layer_met3.png
(1 px per um)
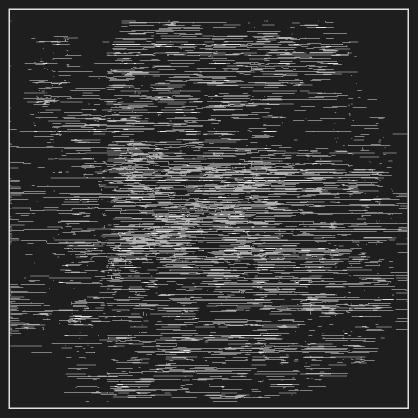
congestion.png
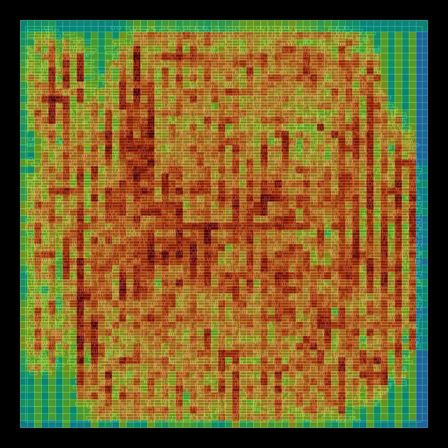
layer_met2.png
(1 px per um) Cells faint in the background.
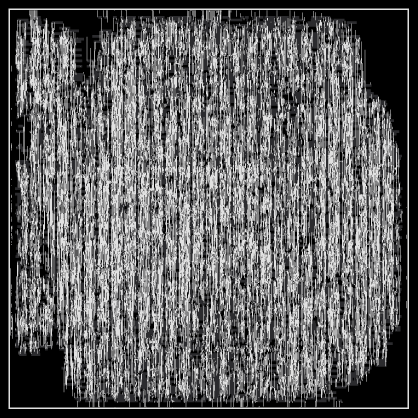
===== config.mk =====
export PLATFORM = sky130hd
export DESIGN_NAME = branch_predictor_gshare_flat
export DESIGN_NICKNAME = d
export VERILOG_FILES = /design/src/rtl/branch_predictor_gshare_if.sv /design/src/rtl/branch_predictor_gshare.sv /design/src/flat_wrapper.sv
export SDC_FILE = /design/constraint.sdc
export NUM_CORES = 2
export LEC_CHECK = 0
export ABC_AREA = 1
export CAP_MARGIN = 40
export CORE_MARGIN = 5
export CORE_UTILIZATION = 60
export CTS_CLUSTER_SIZE = 14
export DETAILED_ROUTE_END_ITERATION = 8
export HOLD_SLACK_MARGIN = 0.03
export PLACE_DENSITY_LB_ADDON = 0.12
export SETUP_SLACK_MARGIN = 0.02
export SYNTH_ARGS = -nofsm -noshare
export SYNTH_HDL_FRONTEND = slang
export SYNTH_SLANG_ARGS = --single-unit

===== constraint.sdc =====
create_clock -name clk -period 8.6 [get_ports clk]
set_clock_uncertainty 0.05 [all_clocks]
set_input_delay 2.58 -clock clk [delete_from_list [all_inputs] [get_ports clk]]
set_output_delay 2.58 -clock clk [all_outputs]
set_load 0.03 [all_outputs]

===== src/rtl/branch_predictor_gshare_if.sv =====
`default_nettype none
// +----------------------------------------------------------------------------+
// | branch_predictor_gshare_if : IF lookup / EX update / perf bundle           |
// | Rev 1.0                                                                    |
// +----------------------------------------------------------------------------+
interface branch_predictor_gshare_if #(
  parameter int IDX_W  = 5,
  parameter int PERF_W = 32
);
  logic [31:0]       lookup_pc;
  logic              pred_taken;
  logic [31:0]       pred_target;
  logic              btb_hit;
  logic [IDX_W-1:0]  pred_idx;
  logic              upd_valid;
  logic [IDX_W-1:0]  upd_idx;
  logic [31:0]       upd_pc;
  logic              upd_taken;
  logic [31:0]       upd_target;
  logic              upd_mispredict;
  logic [PERF_W-1:0] perf_branches;
  logic [PERF_W-1:0] perf_miss;

  // master = pipeline side, slave = predictor
  modport master (
    output lookup_pc, upd_valid, upd_idx, upd_pc, upd_taken, upd_target, upd_mispredict,
    input  pred_taken, pred_target, btb_hit, pred_idx, perf_branches, perf_miss
  );
  modport slave (
    input  lookup_pc, upd_valid, upd_idx, upd_pc, upd_taken, upd_target, upd_mispredict,
    output pred_taken, pred_target, btb_hit, pred_idx, perf_branches, perf_miss
  );
endinterface
`default_nettype wire


===== src/rtl/branch_predictor_gshare.sv =====
`default_nettype none
// +----------------------------------------------------------------------------+
// | branch_predictor_gshare : saturating-counter BHT (gshare/bimodal), tagged  |
// | BTB and saturating perf counters. Rev 1.0                                  |
// +----------------------------------------------------------------------------+
module branch_predictor_gshare #(
  parameter int IDX_W  = 5,
  parameter int CNT_W  = 2,
  parameter int GHR_W  = 5,
  parameter int GSHARE = 1,
  parameter int PERF_W = 32
) (
  input  wire logic                 clk,
  input  wire logic                 rst,
  branch_predictor_gshare_if.slave  bp
);
  localparam int ENTRIES = 1 << IDX_W;
  localparam int TAG_W   = 32 - IDX_W - 2;
  localparam logic [CNT_W-1:0] c_cnt_init = CNT_W'((1 << (CNT_W - 1)) - 1);

  logic [CNT_W-1:0]  cnt_q      [ENTRIES];
  logic              btb_vld_q  [ENTRIES];
  logic [TAG_W-1:0]  btb_tag_q  [ENTRIES];
  logic [31:0]       btb_tgt_q  [ENTRIES];
  logic [GHR_W-1:0]  ghr_q, ghr_d;
  logic [PERF_W-1:0] br_q, br_d;
  logic [PERF_W-1:0] miss_q, miss_d;
  logic [CNT_W-1:0]  cnt_d;

  logic [IDX_W-1:0]  w_pc_idx;
  logic [IDX_W-1:0]  w_bht_idx;
  logic [TAG_W-1:0]  w_tag;
  logic [IDX_W-1:0]  w_upd_btb_idx;
  logic              w_hit;
  logic              w_unused_pc_lsb;

  assign w_pc_idx        = bp.lookup_pc[IDX_W+1:2];
  assign w_tag           = bp.lookup_pc[31:IDX_W+2];
  assign w_upd_btb_idx   = bp.upd_pc[IDX_W+1:2];
  assign w_unused_pc_lsb = ^{bp.lookup_pc[1:0], bp.upd_pc[1:0]};

  // History only steers the BHT; the BTB is always indexed by pc bits.
  generate
    if (GSHARE != 0) begin : g_gshare
      assign w_bht_idx = w_pc_idx ^ IDX_W'(ghr_q);
    end else begin : g_bimodal
      assign w_bht_idx = w_pc_idx;
    end
  endgenerate

  assign w_hit            = btb_vld_q[w_pc_idx] && (btb_tag_q[w_pc_idx] == w_tag);
  assign bp.btb_hit       = w_hit;
  assign bp.pred_taken    = w_hit & cnt_q[w_bht_idx][CNT_W-1];
  assign bp.pred_target   = w_hit ? btb_tgt_q[w_pc_idx] : 32'd0;
  assign bp.pred_idx      = w_bht_idx;
  assign bp.perf_branches = br_q;
  assign bp.perf_miss     = miss_q;

  always_comb begin
    cnt_d  = cnt_q[bp.upd_idx];
    ghr_d  = ghr_q;
    br_d   = br_q;
    miss_d = miss_q;
    if (bp.upd_taken && !(&cnt_d)) begin
      cnt_d = cnt_d + CNT_W'(1);
    end else if (!bp.upd_taken && (|cnt_d)) begin
      cnt_d = cnt_d - CNT_W'(1);
    end
    if (bp.upd_valid) begin
      // Truncating the concatenation also covers the single-bit history case.
      ghr_d = GHR_W'({ghr_q, bp.upd_taken});
      if (!(&br_q)) begin
        br_d = br_q + PERF_W'(1);
      end
      if (bp.upd_mispredict && !(&miss_q)) begin
        miss_d = miss_q + PERF_W'(1);
      end
    end
  end

  always_ff @(posedge clk) begin
    if (rst) begin
      for (int i = 0; i < ENTRIES; i++) begin
        cnt_q[i]     <= c_cnt_init;
        btb_vld_q[i] <= 1'b0;
        btb_tag_q[i] <= '0;
        btb_tgt_q[i] <= '0;
      end
      ghr_q  <= '0;
      br_q   <= '0;
      miss_q <= '0;
    end else begin
      ghr_q  <= ghr_d;
      br_q   <= br_d;
      miss_q <= miss_d;
      if (bp.upd_valid) begin
        cnt_q[bp.upd_idx] <= cnt_d;
        if (bp.upd_taken) begin
          btb_vld_q[w_upd_btb_idx] <= 1'b1;
          btb_tag_q[w_upd_btb_idx] <= bp.upd_pc[31:IDX_W+2];
          btb_tgt_q[w_upd_btb_idx] <= bp.upd_target;
        end
      end
    end
  end
endmodule
`default_nettype wire


===== src/flat_wrapper.sv =====
// flat-port wrapper written by rule: the top's interface ports become plain ports
module branch_predictor_gshare_flat 
#(
  parameter int IDX_W  = 5,
  parameter int CNT_W  = 2,
  parameter int GHR_W  = 5,
  parameter int GSHARE = 1,
  parameter int PERF_W = 32
)
  (clk, rst, bp_lookup_pc, bp_upd_valid, bp_upd_idx, bp_upd_pc, bp_upd_taken, bp_upd_target, bp_upd_mispredict, bp_pred_taken, bp_pred_target, bp_btb_hit, bp_pred_idx, bp_perf_branches, bp_perf_miss);
  branch_predictor_gshare_if #(.IDX_W(IDX_W), .PERF_W(PERF_W)) bp_i ();
  input  wire logic clk;
  input  wire logic rst;
  input wire logic [$bits(bp_i.lookup_pc)-1:0] bp_lookup_pc;
  input wire logic [$bits(bp_i.upd_valid)-1:0] bp_upd_valid;
  input wire logic [$bits(bp_i.upd_idx)-1:0] bp_upd_idx;
  input wire logic [$bits(bp_i.upd_pc)-1:0] bp_upd_pc;
  input wire logic [$bits(bp_i.upd_taken)-1:0] bp_upd_taken;
  input wire logic [$bits(bp_i.upd_target)-1:0] bp_upd_target;
  input wire logic [$bits(bp_i.upd_mispredict)-1:0] bp_upd_mispredict;
  output wire logic [$bits(bp_i.pred_taken)-1:0] bp_pred_taken;
  output wire logic [$bits(bp_i.pred_target)-1:0] bp_pred_target;
  output wire logic [$bits(bp_i.btb_hit)-1:0] bp_btb_hit;
  output wire logic [$bits(bp_i.pred_idx)-1:0] bp_pred_idx;
  output wire logic [$bits(bp_i.perf_branches)-1:0] bp_perf_branches;
  output wire logic [$bits(bp_i.perf_miss)-1:0] bp_perf_miss;
  assign bp_i.lookup_pc = bp_lookup_pc;
  assign bp_i.upd_valid = bp_upd_valid;
  assign bp_i.upd_idx = bp_upd_idx;
  assign bp_i.upd_pc = bp_upd_pc;
  assign bp_i.upd_taken = bp_upd_taken;
  assign bp_i.upd_target = bp_upd_target;
  assign bp_i.upd_mispredict = bp_upd_mispredict;
  assign bp_pred_taken = bp_i.pred_taken;
  assign bp_pred_target = bp_i.pred_target;
  assign bp_btb_hit = bp_i.btb_hit;
  assign bp_pred_idx = bp_i.pred_idx;
  assign bp_perf_branches = bp_i.perf_branches;
  assign bp_perf_miss = bp_i.perf_miss;
  branch_predictor_gshare #(.IDX_W(IDX_W), .CNT_W(CNT_W), .GHR_W(GHR_W), .GSHARE(GSHARE), .PERF_W(PERF_W)) u_core (.clk(clk), .rst(rst), .bp(bp_i));
endmodule

==> reports/results.tsv <==
stage	metric	value	unit
run_status	status	complete, no violations	
timing	worstMarginPinSlew	1.06	ns
worst_setup_path	cpLargestDelayFamily	buffers and inverters	
placement	dp_hpwl	164000	um
run	max_cap_violations	0	
cts	cts_max_level	4	
power_and_ir_drop	clkPwrFrac	0.395	
power_and_ir_drop	p_sw_frac	0.240	
cts	root_buffer	clkbuf_16	
cts	cts.reportedPaths.clkPinSlew	0.06	ns
routing	drc_errors	0	
die	boundaryPins	209	
power_and_ir_drop	p_per_area	211	nW/um^2
synth	avgSynthCellArea	9.80	um^2
grt	grt_overflow_total	0	
power_and_ir_drop	peakVddDrop	0.249	mV
die	core-area	150000	um^2
worst_setup_path	path_max_fanout	40	
synth	common_cells	nand2_1 (2,274), nor2_1 (1,980), edfxtp_1 (1,888)	
synth	syn_inst	9199	
synth	most_common_cell	nand2_1	
power_and_ir_drop	pwr-share-comb	0.090	
timing	finalHoldViolCount	0	
synth	ys_cells	9199	
worst_setup_path	worstSetupPathType	in2out	
worst_setup_path	cp.required	5.97	ns
cts	cts_tree	built	
die	die_area	158000	um^2
timing	min_period	8.43	ns
synth	syn_area	90100	um^2
cts	insertion_delay	0.83	ns
worst_setup_path	path_buffers	8	
final_layout	final_net_count	9217	
grt	antenna_found_initial	6	
timing	rsz0062_at_grt	no	
timing	final.period_utilization	0.981	
final_layout	drive_gt1_frac	0.0791	
grt	grt_pass1_wl	428000	um
timing	setup_tns	0	ns
min_path	min_from	u_core.btb_vld_q[8]	
final_layout	area_growth	14.2	%
routing	drt_iter0_markers	11400	
worst_setup_path	start_kind	primary input	
run	tool_warnings	47	
synth	synth_top_area_share	0.629	
final_layout	final_cells	11300	
worst_setup_path	rr_startpoint	u_core.cnt_q[8][0]	
min_path	min_path_type	reg2reg	
final_layout	fillCellCount	11100	
power_and_ir_drop	seq_power_share	0.515	
synth	ys_ff	1989	
worst_setup_path	arrival	5.80	ns
cts	post_cts_resized	0	
synth	flop_cell	edfxtp_1	
grt	grt_pass1_vias	67600	
synth	ys_async_sr_fraction	0	
placement	portBuffers	204	
die	fp.dieH	398	um
cts	clkSinkCount	1989	
routing	viasPerCell	6.31	
cts	cts-buffers-inserted	201	
synth	syn_nets	9309	
die	dieWidth	398	um
synth	yosysWarnings	0	
die	fp_util	0.603	
synth	edf_count	1888	
timing	finalSetupViolCount	0	
worst_setup_path	cp_slowest_cell	nor3_4	
power_and_ir_drop	p_int	16500	uW
synth	topCellsByArea	edfxtp_1 (63%), nand2_1 (9.5%), nor2_1 (8.2%)	
routing	ant_nets	0	
synth	yosysChipArea	90100	um^2
final_layout	fin_area	103000	um^2
cts	cts_buffer_depth	3	
power_and_ir_drop	p_leak	0.0396	uW
routing	first_pass_iters	7	
placement	place_inst	10900	
grt	grt_max_degree	187	
worst_setup_path	end_kind	primary output	
power_and_ir_drop	power_switching	5220	uW
worst_setup_path	path_common_cell	nand2_1	
timing	fmax	119	MHz
synth	yosys.area.top_type	edfxtp_1	
timing	maxSlewViolCount	0	
placement	gp_congestion	0.858	
cts	post_cts_buffers	0	
worst_setup_path	slowest_delay	0.31	ns
synth	yosysUniqueCellTypes	44	
worst_setup_path	crit_path_start	bp_lookup_pc[2]	
worst_setup_path	path_cells	buf_8, clkinv_8, buf_12, buf_12, nand2_1, nand3_1, nand3_1, nand3_1, nand2_1, nand2_1, nand2_1, nand2_1, nor2_1, nand2_1, inv_1, nand3_4, buf_12, nor3_4, buf_4, buf_12	
placement	dpl-instance-area	96600	um^2
cts	cts_hold_buf	0	
synth	yosys.stat.seqShare	0.651	
die	rows	142	
timing	relSlewSlack	0.296	
About layer_met3.png:
nets with wire on the layer: 850
longest straight run: 261 um
wire length on this layer: 42.8 mm
share of all routed wire: 15%
routed wire length: 294,000 um
Vias: 71.3k
GR Util met3: 0.0934

About congestion.png:
GR Util All Layers: 0.365
grt met1 use: 0.496
WL/cell: 26.0 um

About layer_met2.png:
longest straight run: 103 um
share of all routed wire: 44%
wire length on this layer: 130 mm
main direction: vertical
nets with wire on the layer: 7,096
global-route met2 utilization: 0.554

cells by family (layout without fill, tap and decap cells):
family	Yosys count	after routing	share of synthesized area
simple gates	5188	5188	0.232
flops	1989	1989	0.651
buf+inv	1045	1122	0.0500
compound gates	960	960	0.0648
xor+xnor	13	13	0.00126
fa+ha+maj	4	4	0.000555
other cells	0	2	0
final timing paths:
| path | end | slack [ns] | cells after the start |
|---|---|---|---|
| max | bp_pred_target[6] | 0.17 | 20 |
| min | u_core.btb_vld_q[8] | 0.40 | 2 |
| max reg2reg | u_core.cnt_q[27][0] | 5.46 | 11 |
| min reg2reg | u_core.btb_vld_q[8] | 0.40 | 2 |
placed cells by master, fill, tap and decap left out, types with 30 or more instances in the layout:
cell / synthesis / routed
inv_1: 237 / 234
a32o_1: 31 / 31
a21oi_1: 509 / 509
clkdlybuf4s50_1: 0 / 164
nor3_2: 29 / 30
nand2_1: 2274 / 2210
nor2_1: 1980 / 1979
nand3_1: 787 / 787
buf_4: 23 / 163
o311ai_0: 48 / 48
clkbuf_16: 0 / 206
a221oi_1: 52 / 52
clkbuf_1: 451 / 56
nand2_4: 0 / 65
o31ai_1: 51 / 51
edfxtp_1: 1888 / 1888
dfxtp_1: 101 / 101
buf_16: 0 / 87
clkinv_2: 0 / 35
buf_12: 0 / 77
nor3_1: 60 / 58
clkinv_1: 0 / 43
o21ai_0: 108 / 108
a22oi_1: 94 / 94
power groups by stage:
stage,Sequential [uW],Clock (uW),Combinational [uW]
finish,11200,8570,1950
global route,11200,9010,2080
CTS,11200,8580,1910
detailed placement,11400,0,1900
global placement,11400,0,1740
floorplan,11400,0,1110
state kept, by name, indices dropped and copies added, names as in the netlist:
register	cells
u_core.btb_vld_q	32
u_core.bp.perf_miss	32
u_core.btb_tgt_q	1024
u_core.btb_tag_q	800
u_core.cnt_q	64
u_core.ghr_q	5
u_core.bp.perf_branches	32
worst reg2reg max path, stage by stage, from the launching register on:
cell and delay, ns:
edfxtp_1 0.38, a22oi_1 0.19, a21oi_1 0.10, or2_2 0.34
nor4_4 0.36, inv_2 0.07, ha_1 0.19, nor2_1 0.28
nor2_1 0.09, nand2_1 0.49, buf_16 0.23, nand3_1 0.08
cell type report:
class / count / area [um^2] / share of cell area
clock inverters: 104 / 907 / 0.00881
well taps: 2016 / 2520 / 0.0245
diodes: 2 / 5.00 / 0.0000486
repair buffers: 507 / 6980 / 0.0678
multi-input cells: 6165 / 27400 / 0.266
clock buffers: 268 / 5450 / 0.0529
flip-flops and latches: 1989 / 58700 / 0.570
inverters: 243 / 951 / 0.00924
through the flow:
step | util | power (uW) | hold WS (ns) | setup slack [ns]
after floorplan | - | 12500 | 0.371 | 1.12
after CTS | 0.688 | 21700 | 0.400 | 0.129
after global placement | 0.628 | 13100 | 0.388 | 0.115
final | 0.688 | 21700 | 0.399 | 0.167
after detailed placement | 0.645 | 13300 | 0.387 | 0.152
after global routing | 0.688 | 22300 | 0.436 | 0.0167
routing by layer:
metal,routed length (um),GRT usage,vias up
met3,42800,0.0934,1021
met5,49,0,-
met2,130000,0.554,5414
met1,104000,0.496,33800
li1,-,-,31000
met4,16400,0.177,8
Power figures rest on the tool's default switching activity, not on a simulated workload.
